[src/rtl/input_conditioner_if.sv]
// input_conditioner_if
//   Bundles the pin bank, filter configuration and conditioned outputs of the
//   timer/counter input front-end.
//   master : the controlling side (drives pins/config, observes outputs)
//   slave  : the input_conditioner itself
//   pins_i       raw asynchronous pin levels
//   enable_i     filter enable (0 freezes filter state)
//   in_sel_i     pin index; out-of-range index selects constant 0
//   invert_i     invert the selected pin before filtering
//   filt_len_i   qualification length L (0 = bypass)
//   clear_i      synchronous clear of the glitch counter
//   selected_o   filtered level
//   rise_o       one-cycle pulse on a 0->1 transition of selected_o
//   fall_o       one-cycle pulse on a 1->0 transition of selected_o
//   glitch_cnt_o count of rejected pulses
interface input_conditioner_if #(
  parameter int NUM_INPUTS = 4,
  parameter int SEL_W      = 2,
  parameter int FILT_W     = 8
);
  logic [NUM_INPUTS-1:0] pins_i;
  logic                  enable_i;
  logic [SEL_W-1:0]      in_sel_i;
  logic                  invert_i;
  logic [FILT_W-1:0]     filt_len_i;
  logic                  clear_i;
  logic                  selected_o;
  logic                  rise_o;
  logic                  fall_o;
  logic [15:0]           glitch_cnt_o;

  modport master (
    output pins_i, enable_i, in_sel_i, invert_i, filt_len_i, clear_i,
    input  selected_o, rise_o, fall_o, glitch_cnt_o
  );

  modport slave (
    input  pins_i, enable_i, in_sel_i, invert_i, filt_len_i, clear_i,
    output selected_o, rise_o, fall_o, glitch_cnt_o
  );
endinterface

[src/rtl/input_conditioner.sv]
// input_conditioner
//   Input front-end for the timer/counter channel: 2-flop synchronises every
//   pin, selects one, optionally inverts it, and runs it through a
//   programmable-length glitch filter. All outputs are registered.
//
//   Ports:
//     clk_i  system clock, rising edge
//     rst_i  asynchronous active-high reset
//     bus    input_conditioner_if.slave (pins, config, filtered outputs)
//
//   Optional feature macro: INCOND_GLITCH_CNT_EN
//     defined   : 16-bit saturating count of rejected pulses, cleared by clear_i
//     undefined : glitch_cnt_o tied to 0, clear_i ignored
//
//   Filter states:
//     state     | meaning
//     ----------+---------------------------------------------------------
//     ST_STABLE | raw agrees with filt_q (or just resolved); cnt = 0
//     ST_QUAL   | raw differs from filt_q; cnt = samples seen so far
module input_conditioner #(
  parameter int NUM_INPUTS = 4,
  parameter int SEL_W      = 2,
  parameter int FILT_W     = 8
) (
  input logic                clk_i,
  input logic                rst_i,
  input_conditioner_if.slave bus
);

  // Pad the synchroniser bank up to the full select range so any index
  // beyond the real pins reads constant 0.
  localparam int PAD_W = ((2 ** SEL_W) > NUM_INPUTS) ? (2 ** SEL_W) : NUM_INPUTS;

  typedef enum logic {
    ST_STABLE = 1'b0,
    ST_QUAL   = 1'b1
  } state_t;

  logic [NUM_INPUTS-1:0] sync1_q;
  logic [NUM_INPUTS-1:0] sync2_q;
  logic [PAD_W-1:0]      sync_pad;
  logic                  raw;

  state_t                state_q;
  logic [FILT_W-1:0]     cnt_q;
  logic                  filt_q;
  logic                  rise_q;
  logic                  fall_q;

  always_ff @(posedge clk_i or posedge rst_i) begin
    if (rst_i) begin
      sync1_q <= '0;
      sync2_q <= '0;
    end else begin
      sync1_q <= bus.pins_i;
      sync2_q <= sync1_q;
    end
  end

  assign sync_pad = PAD_W'(sync2_q);
  assign raw      = sync_pad[bus.in_sel_i] ^ bus.invert_i;

  always_ff @(posedge clk_i or posedge rst_i) begin
    if (rst_i) begin
      state_q <= ST_STABLE;
      cnt_q   <= '0;
      filt_q  <= 1'b0;
      rise_q  <= 1'b0;
      fall_q  <= 1'b0;
    end else begin
      rise_q <= 1'b0;
      fall_q <= 1'b0;
      if (!bus.enable_i) begin
        state_q <= ST_STABLE;
        cnt_q   <= '0;
      end else if (bus.filt_len_i == '0) begin
        // Bypass wins even over an in-flight qualification.
        state_q <= ST_STABLE;
        cnt_q   <= '0;
        filt_q  <= raw;
        rise_q  <= raw & ~filt_q;
        fall_q  <= ~raw & filt_q;
      end else begin
        case (state_q)
          ST_STABLE: begin
            if (raw != filt_q) begin
              state_q <= ST_QUAL;
              cnt_q   <= FILT_W'(1);
            end
          end
          ST_QUAL: begin
            if (raw == filt_q) begin
              state_q <= ST_STABLE;
              cnt_q   <= '0;
            end else if (cnt_q >= bus.filt_len_i) begin
              // >= so that shrinking L mid-run completes on the next edge.
              filt_q  <= raw;
              rise_q  <= raw;
              fall_q  <= ~raw;
              state_q <= ST_STABLE;
              cnt_q   <= '0;
            end else begin
              cnt_q <= cnt_q + FILT_W'(1);
            end
          end
          default: begin
            state_q <= ST_STABLE;
            cnt_q   <= '0;
          end
        endcase
      end
    end
  end

  assign bus.selected_o = filt_q;
  assign bus.rise_o     = rise_q;
  assign bus.fall_o     = fall_q;

`ifdef INCOND_GLITCH_CNT_EN
  logic        glitch_evt;
  logic [15:0] glitch_cnt_q;

  // A rejected pulse: qualification in progress and raw fell back to filt_q.
  assign glitch_evt = bus.enable_i && (bus.filt_len_i != '0) &&
                      (state_q == ST_QUAL) && (raw == filt_q);

  always_ff @(posedge clk_i or posedge rst_i) begin
    if (rst_i) begin
      glitch_cnt_q <= '0;
    end else if (bus.clear_i) begin
      glitch_cnt_q <= '0;
    end else if (glitch_evt && (glitch_cnt_q != 16'hFFFF)) begin
      glitch_cnt_q <= glitch_cnt_q + 16'd1;
    end
  end

  assign bus.glitch_cnt_o = glitch_cnt_q;
`else
  logic unused_clear;
  assign unused_clear     = bus.clear_i;
  assign bus.glitch_cnt_o = '0;
`endif

endmodule

[src/flat_wrapper.sv]
// flat-port wrapper written by rule: the top's interface ports become plain ports
module input_conditioner_flat 
#(
  parameter int NUM_INPUTS = 4,
  parameter int SEL_W      = 2,
  parameter int FILT_W     = 8
)
  (clk_i, rst_i, bus_pins_i, bus_enable_i, bus_in_sel_i, bus_invert_i, bus_filt_len_i, bus_clear_i, bus_selected_o, bus_rise_o, bus_fall_o, bus_glitch_cnt_o);
  input_conditioner_if #(.NUM_INPUTS(NUM_INPUTS), .SEL_W(SEL_W), .FILT_W(FILT_W)) bus_i ();
  input logic clk_i;
  input logic rst_i;
  input wire logic [$bits(bus_i.pins_i)-1:0] bus_pins_i;
  input wire logic [$bits(bus_i.enable_i)-1:0] bus_enable_i;
  input wire logic [$bits(bus_i.in_sel_i)-1:0] bus_in_sel_i;
  input wire logic [$bits(bus_i.invert_i)-1:0] bus_invert_i;
  input wire logic [$bits(bus_i.filt_len_i)-1:0] bus_filt_len_i;
  input wire logic [$bits(bus_i.clear_i)-1:0] bus_clear_i;
  output wire logic [$bits(bus_i.selected_o)-1:0] bus_selected_o;
  output wire logic [$bits(bus_i.rise_o)-1:0] bus_rise_o;
  output wire logic [$bits(bus_i.fall_o)-1:0] bus_fall_o;
  output wire logic [$bits(bus_i.glitch_cnt_o)-1:0] bus_glitch_cnt_o;
  assign bus_i.pins_i = bus_pins_i;
  assign bus_i.enable_i = bus_enable_i;
  assign bus_i.in_sel_i = bus_in_sel_i;
  assign bus_i.invert_i = bus_invert_i;
  assign bus_i.filt_len_i = bus_filt_len_i;
  assign bus_i.clear_i = bus_clear_i;
  assign bus_selected_o = bus_i.selected_o;
  assign bus_rise_o = bus_i.rise_o;
  assign bus_fall_o = bus_i.fall_o;
  assign bus_glitch_cnt_o = bus_i.glitch_cnt_o;
  input_conditioner #(.NUM_INPUTS(NUM_INPUTS), .SEL_W(SEL_W), .FILT_W(FILT_W)) u_core (.clk_i(clk_i), .rst_i(rst_i), .bus(bus_i));
endmodule
[config.mk]
export PLATFORM = sky130hd
export DESIGN_NAME = input_conditioner_flat
export DESIGN_NICKNAME = d
export VERILOG_FILES = /design/src/rtl/input_conditioner_if.sv /design/src/rtl/input_conditioner.sv /design/src/flat_wrapper.sv
export SDC_FILE = /design/constraint.sdc
export NUM_CORES = 1
export LEC_CHECK = 0
export ABC_AREA = 0
export ABC_CLOCK_PERIOD_IN_PS = 4100
export CORE_MARGIN = 3
export CORE_UTILIZATION = 50
export DETAILED_ROUTE_END_ITERATION = 8
export PLACE_DENSITY = 0.84
export SLEW_MARGIN = 20
export SYNTH_ARGS = -nofsm -noshare
export SYNTH_HDL_FRONTEND = slang
export SYNTH_SLANG_ARGS = --single-unit
[constraint.sdc]
create_clock -name clk_i -period 4.1 [get_ports clk_i]
set_clock_uncertainty 0.15 [all_clocks]
set_input_delay 0.82 -clock clk_i [delete_from_list [all_inputs] [get_ports clk_i]]
set_output_delay 0.82 -clock clk_i [all_outputs]
set_load 0.02 [all_outputs]
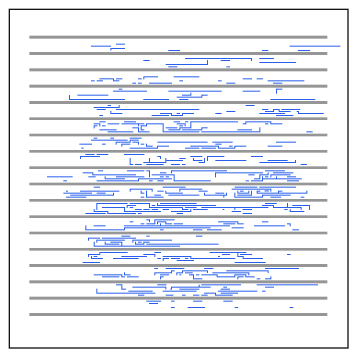
(the metal 1 layer)
(6 px per micron) Supply wires on this layer in grey.
153 nets have wire on it. The layer holds 39% of the routed length.
Vias: 1002
WL final: 2670 microns
met1 track demand over resource: 0.218

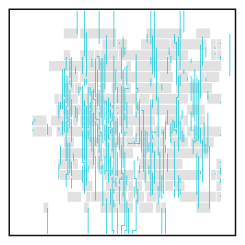
(signal wires on met2)
(4 px per micron) Cells faint in the background.
The layer holds 52% of the routed length. The layer carries 1380 microns of wire.

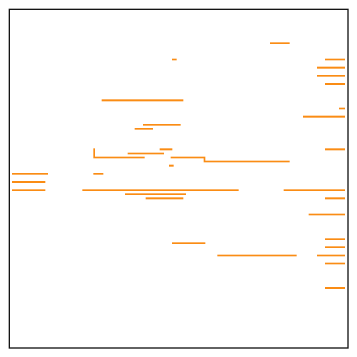
(met3 routing)
(6 px per micron)
29 nets have wire on it. The layer holds 7.5% of the routed length.

==> impl_metrics.env <==
# implementation run metrics
export IMPL_status="completed"
export IMPL_p_leak_nw=0.674
export IMPL_clock_path_buffers=2
export IMPL_reg2reg_setup_slack_ns=1.48
export IMPL_ant_nets=0
export IMPL_p_comb_frac=0.198
export IMPL_hold_viol=0
export IMPL_top_cell_area_share=0.397
export IMPL_grt_pass1_wl_microns=4490
export IMPL_sequentialPowerShare=0.451
export IMPL_syn_area_per_cell_sq_um=9.33
export IMPL_first_pass_iters=4
export IMPL_cts_buffers=3
export IMPL_p_int_uw=341
export IMPL_synthToLayoutAreaGrowth_pct=17.1
export IMPL_whs_path_depth=0
export IMPL_period_used=0.798
export IMPL_synth_flops=20
export IMPL_setup_ws_ns=0.830
export IMPL_yosys_area_sq_um=1260
export IMPL_switching_power_uw=125
export IMPL_warning_count=28
export IMPL_clock_sinks=20
export IMPL_async_reset_ff_frac=1.00
export IMPL_drc=0
export IMPL_max_vdd_ir_drop_uv=231
export IMPL_hold_class="flop to flop"
export IMPL_setup_tns_final_ns=0
export IMPL_worst_slew_pin_transition_ns=0.756
export IMPL_syn_area_sq_um=1260
export IMPL_power_per_cell_area_nw_per_um2=316
export IMPL_end_kind="flop"
export IMPL_grt_pass1_vias=998
export IMPL_switching_share=0.269
export IMPL_ctsResizeCount=0
export IMPL_grt_overflow=0
export IMPL_port_buffers=20
export IMPL_syn_inst=135
export IMPL_yosys_warnings=0
export IMPL_fmax_ghz=0.306
export IMPL_antenna_found_initial=0
export IMPL_p_clk_frac=0.350
export IMPL_fin_crit_ns=3.27
export IMPL_ff_type="dfrtp_1"
export IMPL_die_area_sq_um=3160
export IMPL_dpl_hpwl_microns=2030
export IMPL_grt_max_degree=21
export IMPL_common_cells="nand2_1, dfrtp_1, buf_4"
export IMPL_die_x_microns=56.2
export IMPL_drtIter0Drc=45
export IMPL_antenna_cells=0
export IMPL_core_area_sq_um=2300
export IMPL_cap_violations=0
export IMPL_synth_top_cell_by_area="dfrtp_1"
export IMPL_rsz0062_at_grt="no"
export IMPL_cts_root_buffer="clkbuf_4"
export IMPL_ys_cells=135
export IMPL_start_kind="input pin"
export IMPL_criticalPathCategory="input pin to flop"
export IMPL_fp_util=0.548
export IMPL_worstPathArrival_ns=3.35
export IMPL_synth_edff_count=0
export IMPL_finalPower_uw=467
export IMPL_ioPinCount=38
export IMPL_final_max_slew_violation_count=0
export IMPL_gp_congestion=0.819
export IMPL_crit_fanout=11
export IMPL_wl_per_cell_microns=14.5
export IMPL_num_nets_final=187
export IMPL_tritoncts="done"
export IMPL_ctsHoldBuffers=0
export IMPL_area_leaders="dfrtp_1, ha_1, buf_4, nand2_1, a31oi_1"
export IMPL_dpl_worst_slack_ns=0.531
export IMPL_path_clk_slew_ns=0.12
export IMPL_rows=17
export IMPL_htreeDepth=1
export IMPL_yosys_stat_seqShare=0.397
export IMPL_yosysUniqueCellTypes=33
export IMPL_clk_latency_ns=0.31
export IMPL_drt_vias_per_instance=5.45
export IMPL_die_h_microns=56.2
export IMPL_slew_headroom=0.496
export IMPL_ff2ff_path_depth=9
export IMPL_drive_gt1_frac=0.0769
export IMPL_top_cell="nand2_1"
export IMPL_cts_setup_buffers=0
export IMPL_setup_viol=0
export IMPL_grt_util_all_layers=0.182
export IMPL_worstPathRequired_ns=4.18
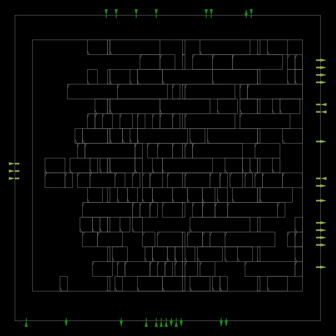
(placement view)
post-route insts no fill: 184
sequential cell count: 20
final core occ: 0.642

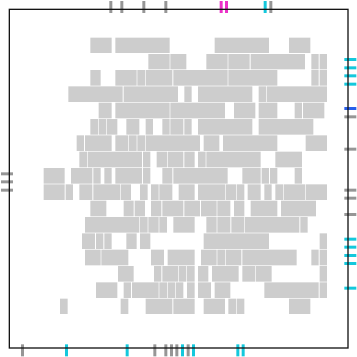
(ports around the boundary)
(6 px per micron) Pins as bars across the die edge, other pins in grey.
Magenta is `bus_in_sel_i`, pins 2, direction input, edge top. Blue is `bus_invert_i`, pins 1, direction input, edge right. Cyan is `bus_glitch_cnt_o`, pins 16, direction output, edge 9 right, 6 bottom, 1 top.
All pins by edge: 15 right, 12 bottom, 8 top, 3 left.

==> flip-flops by register name (all words and copies together) (netlist names) <==
signal and flops:
u_core.state_q 1, u_core.cnt_q 8, u_core.bus.rise_o 1, u_core.sync1_q 4, u_core.bus.fall_o 1, u_core.bus.selected_o 1, u_core.sync2_q 4
==> power by group through the flow <==
stage	registers, mW	clock network [mW]	logic, mW
after detailed placement	0.215	0	0.0909
final	0.211	0.163	0.0925
after global placement	0.214	0	0.0876
after CTS	0.211	0.167	0.0918
after global routing	0.212	0.176	0.101
after floorplan	0.214	0	0.0704
==> per-layer routing <==
metal / up-vias / global-route usage / wire length [microns]
met2: 48 / 0.309 / 1380
met1: 474 / 0.218 / 1030
met5: - / 0 / 0
met4: 0 / 0.0915 / 57
met3: 7 / 0.0325 / 200
li1: 473 / - / -
==> worst max-delay path: stages <==
cell and delay (ns):
clkdlybuf4s50_1 0.48, mux4_2 0.56, xnor2_4 0.21, inv_2 0.07, ha_1 0.33, nand2b_1 0.18, a211oi_2 0.19, buf_4 0.21
nand3_1 0.09, a31oi_1 0.21
==> per-stage QoR <==
step                utilization  cells  instance area [sq um]  hold WS [ns]
finish                    0.642    184                   1480         0.216
global route              0.642    184                   1480         0.230
CTS                       0.642    184                   1480         0.219
detailed placement        0.619    180                   1420         0.190
global placement          0.619    180                   1420         0.184
floorplan                     -    150                   1320         0.181
==> cell families (layout without fill, tap and decap cells) <==
family,count (synthesis),in the layout,synth area share
compound gates,25,25,0.142
xor+xnor,1,1,0.0218
fa+ha+maj,11,11,0.109
buf+inv,30,36,0.141
flops,20,20,0.397
mux,1,1,0.0179
other cells,1,16,0.00298
simple gates,46,46,0.168
==> final cells by class <==
class	count	area (sq um)
clock inverter	1	30.0
inverter	11	41.3
sequential	20	500
tap	28	35.0
timing repair buffer	21	208
clock buffer	3	22.5
multi-input combinational	100	638
fill	182	822
==> placed cells by master, fill, tap and decap left out, types with 3 or more instances in the layout <==
master,count
nand2_1,21
clkdlybuf4s50_1,20
dfrtp_1,20
conb_1,16
ha_1,11
inv_1,10
nand3_1,7
nor2_1,6
a31oi_1,6
a21oi_1,4
nor2b_1,3
a211oi_1,3
clkbuf_4,3
==> final timing paths <==
check	startpoint	to
max	bus_in_sel_i[0]	u_core.cnt_q[3]
min	u_core.sync1_q[3]	u_core.sync2_q[3]
max reg2reg	u_core.sync2_q[3]	u_core.cnt_q[3]
min reg2reg	u_core.sync1_q[3]	u_core.sync2_q[3]
max in group asynchronous	rst_i	u_core.sync2_q[0]
min in group asynchronous	rst_i	u_core.sync1_q[0]
Power figures rest on the tool's default switching activity, not on a simulated workload.
